==> src/rtl/i2s_rx_core.sv <==
// i2s_rx_core: oversampling I2S receiver that frames channel words and queues them in a small FIFO.
module i2s_rx_core #(
    parameter int DATA_WIDTH = 32,
    parameter int FIFO_DEPTH = 4
) (
    input  logic                  clk_i,
    input  logic                  rst_n_i,
    input  logic                  en_i,
    input  logic                  lsb_i,
    input  logic [1:0]            fmt_i,
    input  logic [1:0]            chm_i,
    input  logic [1:0]            chl_i,
    output logic                  busy_o,
    output logic                  ovf_o,
    output logic                  rx_valid_o,
    input  logic                  rx_ready_i,
    output logic [DATA_WIDTH-1:0] rx_data_o,
    output logic                  rx_ch_o,
    input  logic                  i2s_sck_i,
    input  logic                  i2s_ws_i,
    input  logic                  i2s_sd_i
);
    localparam int AW = $clog2(FIFO_DEPTH);
    localparam int IW = $clog2(DATA_WIDTH);
    typedef enum logic [2:0] {IDLE, SYNC, SKIP, SHIFT, HOLD} state_t;
    state_t state, state_n;
    logic [1:0] sck_q, ws_q, sd_q;
    logic sck_d, ws_prev, sck_rise, ws_edge, start, cap, done, keep;
    logic lj_l, lsb_l, ch_l, lj_n, lsb_n, ch_n;
    logic [1:0] chl_l, chm_l, chl_n, chm_n;
    logic [5:0] cnt, cnt_b, last;
    logic [6:0] nbits;
    logic [IW-1:0] idx;
    logic [DATA_WIDTH-1:0] w, w_n, push_w;
    logic push_q, push_ch, full, pop, wr;
    logic [DATA_WIDTH:0] mem [FIFO_DEPTH];
    logic [AW-1:0] wp, rp;
    logic [AW:0] count;
    assign sck_rise = sck_q[1] & ~sck_d;
    assign ws_edge  = ws_q[1] ^ ws_prev;
    assign start    = sck_rise && ws_edge && state != IDLE;
    // Word format is taken from the inputs at the WS edge, else from the latched copy
    assign lj_n  = start ? fmt_i == 2'd1 : lj_l;
    assign lsb_n = start ? lsb_i : lsb_l;
    assign chl_n = start ? chl_i : chl_l;
    assign chm_n = start ? chm_i : chm_l;
    assign ch_n  = start ? ws_q[1] : ch_l;
    assign last  = {1'b0, chl_n, 3'b111};
    assign nbits = 7'({chl_n, 3'b000}) + 7'd8;
    assign cnt_b = start ? 6'd0 : cnt;
    // Bits land directly in left-aligned position so no final shift is needed
    assign idx   = lsb_n ? IW'(7'(DATA_WIDTH) - nbits + 7'(cnt_b)) : IW'(7'(DATA_WIDTH - 1) - 7'(cnt_b));
    assign cap   = sck_rise && (start ? lj_n : (state == SKIP || state == SHIFT));
    assign done  = cap && cnt_b == last;
    assign keep  = chm_n == 2'd1 ? !ch_n : chm_n == 2'd2 ? ch_n : 1'b1;
    assign full       = count == (AW+1)'(FIFO_DEPTH);
    assign rx_valid_o = count != '0;
    assign pop        = rx_valid_o && rx_ready_i;
    assign wr         = push_q && (!full || pop);
    assign rx_data_o  = rx_valid_o ? mem[rp][DATA_WIDTH-1:0] : '0;
    assign rx_ch_o    = rx_valid_o && mem[rp][DATA_WIDTH];
    assign busy_o     = state == SKIP || state == SHIFT;
    always_comb begin
        state_n = state == IDLE ? SYNC : !sck_rise ? state : start ? (lj_n ? SHIFT : SKIP) :
                  state == SKIP ? SHIFT : (state == SHIFT && done) ? HOLD : state;
        w_n = start ? '0 : w;
        if (cap) w_n[idx] = sd_q[1];
    end
    always_ff @(posedge clk_i or negedge rst_n_i) begin
        if (!rst_n_i) begin
            {sck_q, ws_q, sd_q, sck_d, ws_prev} <= '0;
            state <= IDLE;
            {lj_l, lsb_l, ch_l, chl_l, chm_l} <= '0;
            cnt <= '0;
            w <= '0;
            {push_q, push_ch, push_w} <= '0;
            {wp, rp, count, ovf_o} <= '0;
        end else begin
            sck_q <= {sck_q[0], i2s_sck_i};
            ws_q  <= {ws_q[0], i2s_ws_i};
            sd_q  <= {sd_q[0], i2s_sd_i};
            sck_d <= sck_q[1];
            if (sck_rise) ws_prev <= ws_q[1];
            if (!en_i) begin
                state <= IDLE;
                cnt <= '0;
                w <= '0;
                push_q <= 1'b0;
                {wp, rp, count, ovf_o} <= '0;
            end else begin
                state <= state_n;
                if (start) {lj_l, lsb_l, chl_l, chm_l, ch_l} <= {lj_n, lsb_n, chl_n, chm_n, ch_n};
                if (start || cap) cnt <= cap ? 6'(cnt_b + 6'd1) : 6'd0;
                w <= w_n;
                push_q <= done && keep;
                if (done) {push_ch, push_w} <= {ch_n, w_n};
                if (wr) wp <= AW'(wp + 1'b1);
                if (pop) rp <= AW'(rp + 1'b1);
                count <= count + (AW+1)'(wr) - (AW+1)'(pop);
                if (push_q && full && !pop) ovf_o <= 1'b1;
            end
        end
    end
    always_ff @(posedge clk_i) begin
        if (wr) mem[wp] <= {push_ch, push_w};
    end
endmodule

==> config.mk <==
export PLATFORM = sky130hd
export DESIGN_NAME = i2s_rx_core
export DESIGN_NICKNAME = d
export VERILOG_FILES = /design/src/rtl/i2s_rx_core.sv
export SDC_FILE = /design/constraint.sdc
export NUM_CORES = 1
export LEC_CHECK = 0
export CAP_MARGIN = 10
export CORE_UTILIZATION = 60
export CTS_CLUSTER_DIAMETER = 150
export DETAILED_ROUTE_END_ITERATION = 16
export GPL_ROUTABILITY_DRIVEN = 0
export PLACE_DENSITY = 0.8
export SLEW_MARGIN = 10
export SYNTH_ARGS = -nofsm -noshare
export SYNTH_HDL_FRONTEND = slang
export SYNTH_SLANG_ARGS = --single-unit
==> constraint.sdc <==
create_clock -name clk_i -period 4.99 [get_ports clk_i]
set_input_delay 0.998 -clock clk_i [delete_from_list [all_inputs] [get_ports clk_i]]
set_output_delay 0.998 -clock clk_i [all_outputs]
set_load 0.02 [all_outputs]
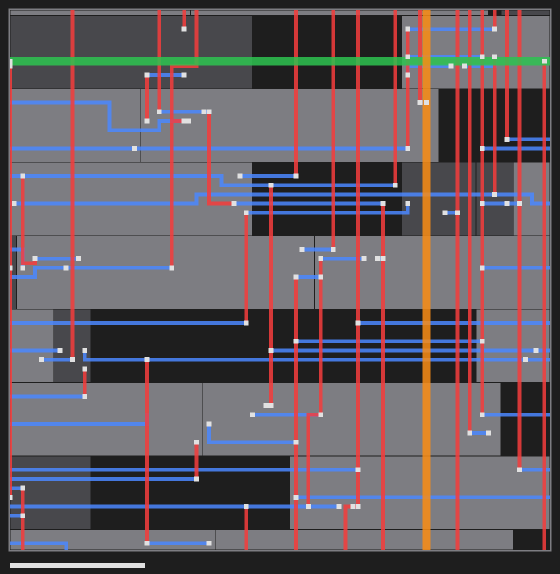
run_1/closeup.png
Scale bar: 5 µm. Window x 89 to 109, y 89 to 109 µm. Cells in grey, sequential cells in the stronger grey; small squares are vias.
colour	layer
orange	M4
green	M3
blue	M1
red	M2
most frequent	edfxtp_1 (6), dfrtp_1 (2)
cells with their middle in the window	12
netlist names of flops here include	`mem` (6), `push_w` (2)
sequential cells in the window	8

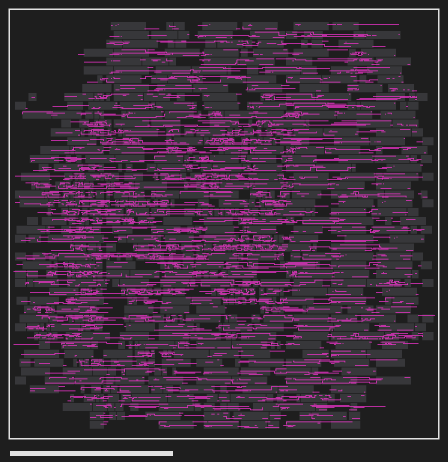
run_1/m1.png
Scale bar: 50 µm. Cells faint in the background.
wire length on this layer	8060 µm
nets with wire on the layer	750
share of all routed wire	39%
longest straight run	28.1 µm
routing usage on met1: 30.98%
final wirelength: 20460 µm
vias: 6285

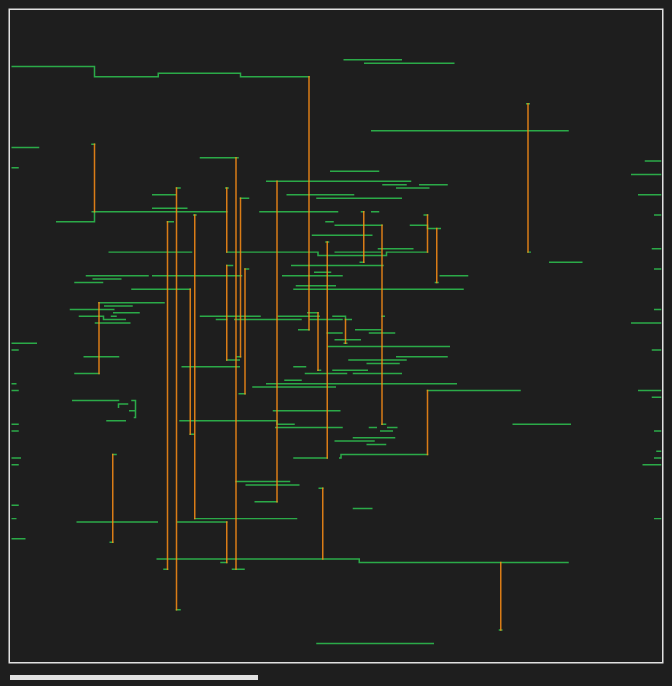
run_1/layers.png
Scale bar: 50 µm. Two of the layers only.
colour	layer	wire length
green	M3	1230 µm
orange	M4	786 µm
GRT Total Usage: 24.34%
Routed WL per cell: 20.02 µm

==> GITHUB_STEP_SUMMARY, run 1 <==
### Yosys + OpenROAD results

| Metric | Value |
|---|---|
| Top cell excl fill/tap | edfxtp_1 |
| Met3 GRT Util | 3.279% |
| Crit start category | flop |
| Dominant comb cell | simple AND/OR/NAND/NOR gates |
| Post-Synthesis Cells | 746 |
| Clock power share | 36.8% |
| Num ports | 50 |
| Gate Area | 0.003405 mm² |
| Outcome | finished, final reports clean |
| Antenna violations before repair | 0 |
| Worst setup path end | push_w[13] |
| Seq/Total Area, Yosys | 63.59% |
| Tap cell count | 216 |
| Largest register FFs | 132 |
| Post-synthesis xor/xnor area fraction | 1.681% |
| Vias/cell | 6.150 |
| Synth warnings | 0 |
| Synth Area in Adders | 1.569% |
| Leak pwr | 0.004450 µW |
| AND-OR/OR-AND Cells, Area Fraction | 8.540% |
| Power Total | 4662 µW |
| Clkbuf count | 31 |
| Top logic cells by instance count in the layout | edfxtp_1, dfrtp_1, nand2_1, nor2_1, clkdlybuf4s50_1 |
| Dominant power group | sequential cells |
| Fraction of area in registers | 55.57% |
| CP startpoint | state[0] |
| CTS Sinks | 229 |
| Placeable Area | 0.01612 mm² |
| Final period util | 84.24% |
| Crit-path slowest cell | a21oi_4 |
| Number of library cell types mapped by synthesis | 66 |
| Final setup vio count | 0 |
| Hold-fix buffers, CTS | 0 |
| Post-synth top flop | edfxtp_1 |
| Max Cap Violations | 0 |
| FMAX | 0.2379 GHz |
| Max IR drop VDD | 0.2943 mV |
| Worst-path clk slew | 0.06 ns |
| Clk ins delay skew pair | 0.50 ns |
| Global route hottest layer | met2 |
| Crit path DRT | 5.41 ns |
| Cells on Worst Hold Path | 0 |
| First-pass GRT wire length | 32840 µm |
| Yosys cell count | 746 |
| Hold Slack | 0.3458 ns |
| Number of global-route vias before repair | 6472 |
| Flops after synth | 229 |
-- run 1: synth_stat cells, drive strengths merged, types with 3 or more instances --
master	count	share of area, %
edfxtp	132	39
dfrtp	97	24
nand2	68	2.6
nor2	61	2.3
and2	47	2.9
nand3	42	2.1
a21oi	34	1.8
mux4	33	7.4
clkbuf	32	1.2
o21ai	23	1.2
inv	17	0.63
o211ai	17	1.3
buf	14	0.71
a31oi	13	0.81
ha	11	1.4
nor3	10	0.66
xnor2	10	1.1
mux2i	8	0.80
mux2	7	0.78
nand4	7	0.44
o31ai	6	0.59
a32oi	5	0.44
xor2	5	0.62
and3	4	0.25
nand2b	4	0.25
a41oi	3	0.26
nor2b	3	0.19
or3	3	0.19
run_1/route_heat.png
26 x 26 tiles, from white (low) to dark blue (high), scaled to the fullest tile. Values are wire area over tile area, all layers added.
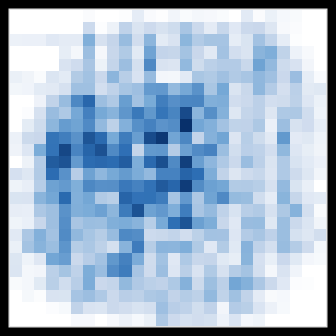

--- run 2 (diff from run 1) ---
--- a/config.mk
+++ b/config.mk
@@ -6,11 +6,11 @@
 export NUM_CORES = 1
 export LEC_CHECK = 0
 export CAP_MARGIN = 10
-export CORE_UTILIZATION = 60
+export CORE_UTILIZATION = 54
 export CTS_CLUSTER_DIAMETER = 150
 export DETAILED_ROUTE_END_ITERATION = 16
 export GPL_ROUTABILITY_DRIVEN = 0
-export PLACE_DENSITY = 0.8
+export PLACE_DENSITY = 0.76
 export SLEW_MARGIN = 10
 export SYNTH_ARGS = -nofsm -noshare
 export SYNTH_HDL_FRONTEND = slang
==> constraint.sdc (replaced) <==
create_clock -name clk_i -period 3.6 [get_ports clk_i]
set_input_delay 0.72 -clock clk_i [delete_from_list [all_inputs] [get_ports clk_i]]
set_output_delay 0.72 -clock clk_i [all_outputs]
set_load 0.02 [all_outputs]
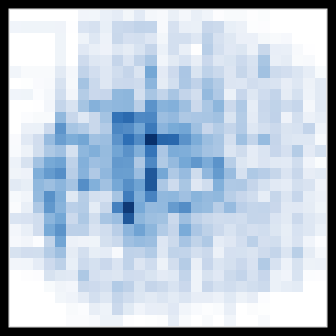
run_2/route_heat.png
28 x 28 tiles, from white (low) to dark blue (high), scaled to the fullest tile. Values are wire area over tile area, all layers added.
nearly empty tiles	14%
emptiest ninth of the die	upper left
fullest tile	0.85
densest ninth of the die	centre
tiles over half the peak	7.5%

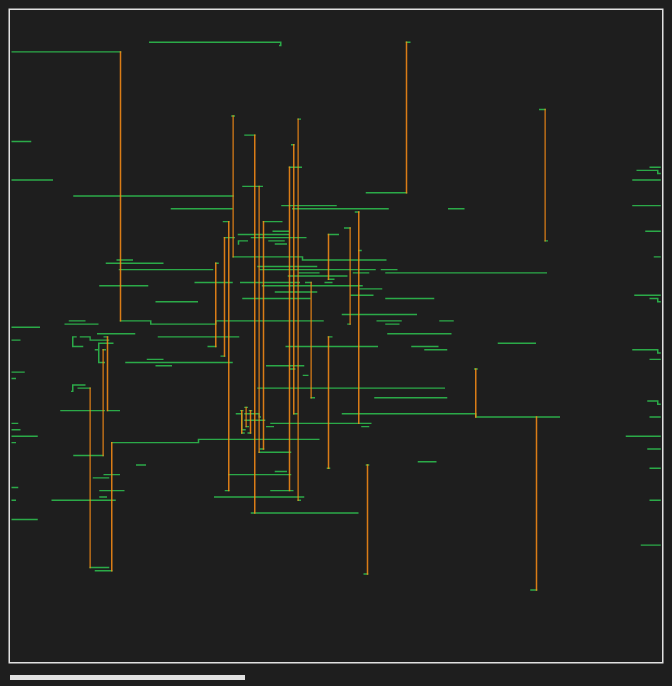
run_2/layers.png
Scale bar: 50 µm. Two of the layers only.
colour	layer	wire length
green	M3	1110 µm
orange	M4	953 µm

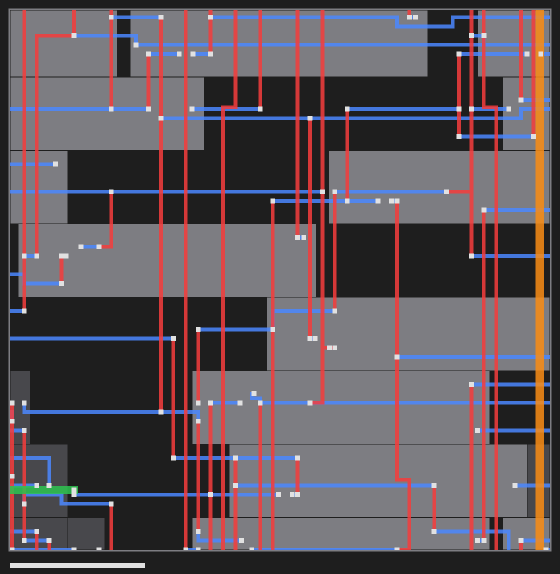
run_2/closeup.png
Scale bar: 5 µm. Window x 94 to 114, y 94 to 114 µm. Cells in grey, sequential cells in the stronger grey; small squares are vias.
colour	layer
green	M3
red	M2
blue	M1
orange	M4
netlist names of flops here include	`mem` (7)
cells with their middle in the window	9
sequential cells in the window	7
most frequent	edfxtp_1 (7), a32oi_1 (1), nand2_1 (1)

==> GITHUB_STEP_SUMMARY, run 2 <==
### Yosys + OpenROAD results

| Metric | Value |
|---|---|
| Logic power comb | 1310 µW (was 828 µW) |
| Remaining DRCs | 8 (was 0) |
| Hold-fix buffers, CTS | 0 (unchanged) |
| Area leader, netlist | edfxtp_1 (unchanged) |
| Gate Area | 0.003478 mm² (was 0.003405 mm²) |
| Top area cell types | edfxtp_1, dfrtp_1, mux4_2, and2_1, nand2_1 (unchanged) |
| Vias | 6464 (was 6285) |
| Largest register FFs | 132 (unchanged) |
| Top cell excl fill/tap | edfxtp_1 (unchanged) |
| Final setup vio count | 0 (unchanged) |
| Worst setup path end | push_w[31] (was push_w[13]) |
| Clk ins delay skew pair | 0.50 ns (about the same) |
| Tap cell count | 229 (was 216) |
| Top logic cells by instance count in the layout | edfxtp_1, dfrtp_1, nand2_1, nor2_1, clkdlybuf4s50_1 (unchanged) |
| Count leader, synth | edfxtp_1 (unchanged) |
| Leak pwr | 0.004522 µW (was 0.004450 µW) |
| Crit-path slowest cell | dfrtp_1 (was a21oi_4) |
| Vias/cell | 6.115 (was 6.150) |
| CTS Sinks | 229 (unchanged) |
| Met3 GRT Util | 2.563% (was 3.279%) |
| Num ports | 50 (unchanged) |
| Placeable Area | 0.01809 mm² (was 0.01612 mm²) |
| CP startpoint | state[2] (was state[0]) |
| Final period util | 95.85% (was 84.24%) |
| GRT Total Usage | 22.81% (was 24.34%) |
| Clock power share | 33.8% (was 36.8%) |
| Number of library cell types mapped by synthesis | 66 (unchanged) |
| Post-synth top flop | edfxtp_1 (unchanged) |
| Yosys cell count | 746 (unchanged) |
| Failing checks | DRC |
| Clkbuf count | 34 (was 31) |
| Max-area cell share | 39.44% (unchanged) |
| Global route hottest layer | met2 (unchanged) |
| FMAX | 0.2898 GHz (was 0.2379 GHz) |
| Synth warnings | 0 (unchanged) |
| Antenna violations before repair | 0 (unchanged) |
| First-pass GRT wire length | 34560 µm (was 32840 µm) |
| Max Cap Violations | 0 (unchanged) |
| Seq/Total Area, Yosys | 63.59% (unchanged) |
| Most frequent cells after synthesis | edfxtp_1, dfrtp_1, nand2_1 (unchanged) |
| Number of global-route vias before repair | 6727 (was 6472) |
| Max IR drop VDD | 0.3978 mV (was 0.2943 mV) |
| Post-Synthesis Cells | 746 (unchanged) |
| Dominant power group | sequential cells (unchanged) |
| Crit path DRT | 3.97 ns (was 5.41 ns) |
| Outcome | complete, but fails checks (was finished, final reports clean) |
| Layout clock area frac | 5.740% (was 6.645%) |
| Final wirelength | 21420 µm (was 20460 µm) |
[run 2: cell types whose count changed in the layout (fill, tap and decap cells not counted), moves of 2 or more]
cell | before | now
buf_12 | 0 | 3
clkbuf_8 | 5 | 1
clkbuf_1 | 3 | 10
bufinv_16 | 2 | 0
buf_4 | 17 | 32
[run 2: cells by family (layout without fill, tap and decap cells)]
| family | Yosys count | after routing | synth area share, % |
|---|---|---|---|
| AOI/OAI and AO/OA | 120 | 122 | 8.540 |
| buffers and inverters | 63 | 143 | 2.540 |
| muxes | 48 | 48 | 8.975 |
| adders and majority gates | 12 | 12 | 1.569 |
| DFF | 229 | 229 | 63.59 |
| xor gates and xnor gates | 15 | 15 | 1.681 |
| and+or+nand+nor | 259 | 259 | 13.11 |
Power and IR drop assume default switching activity.
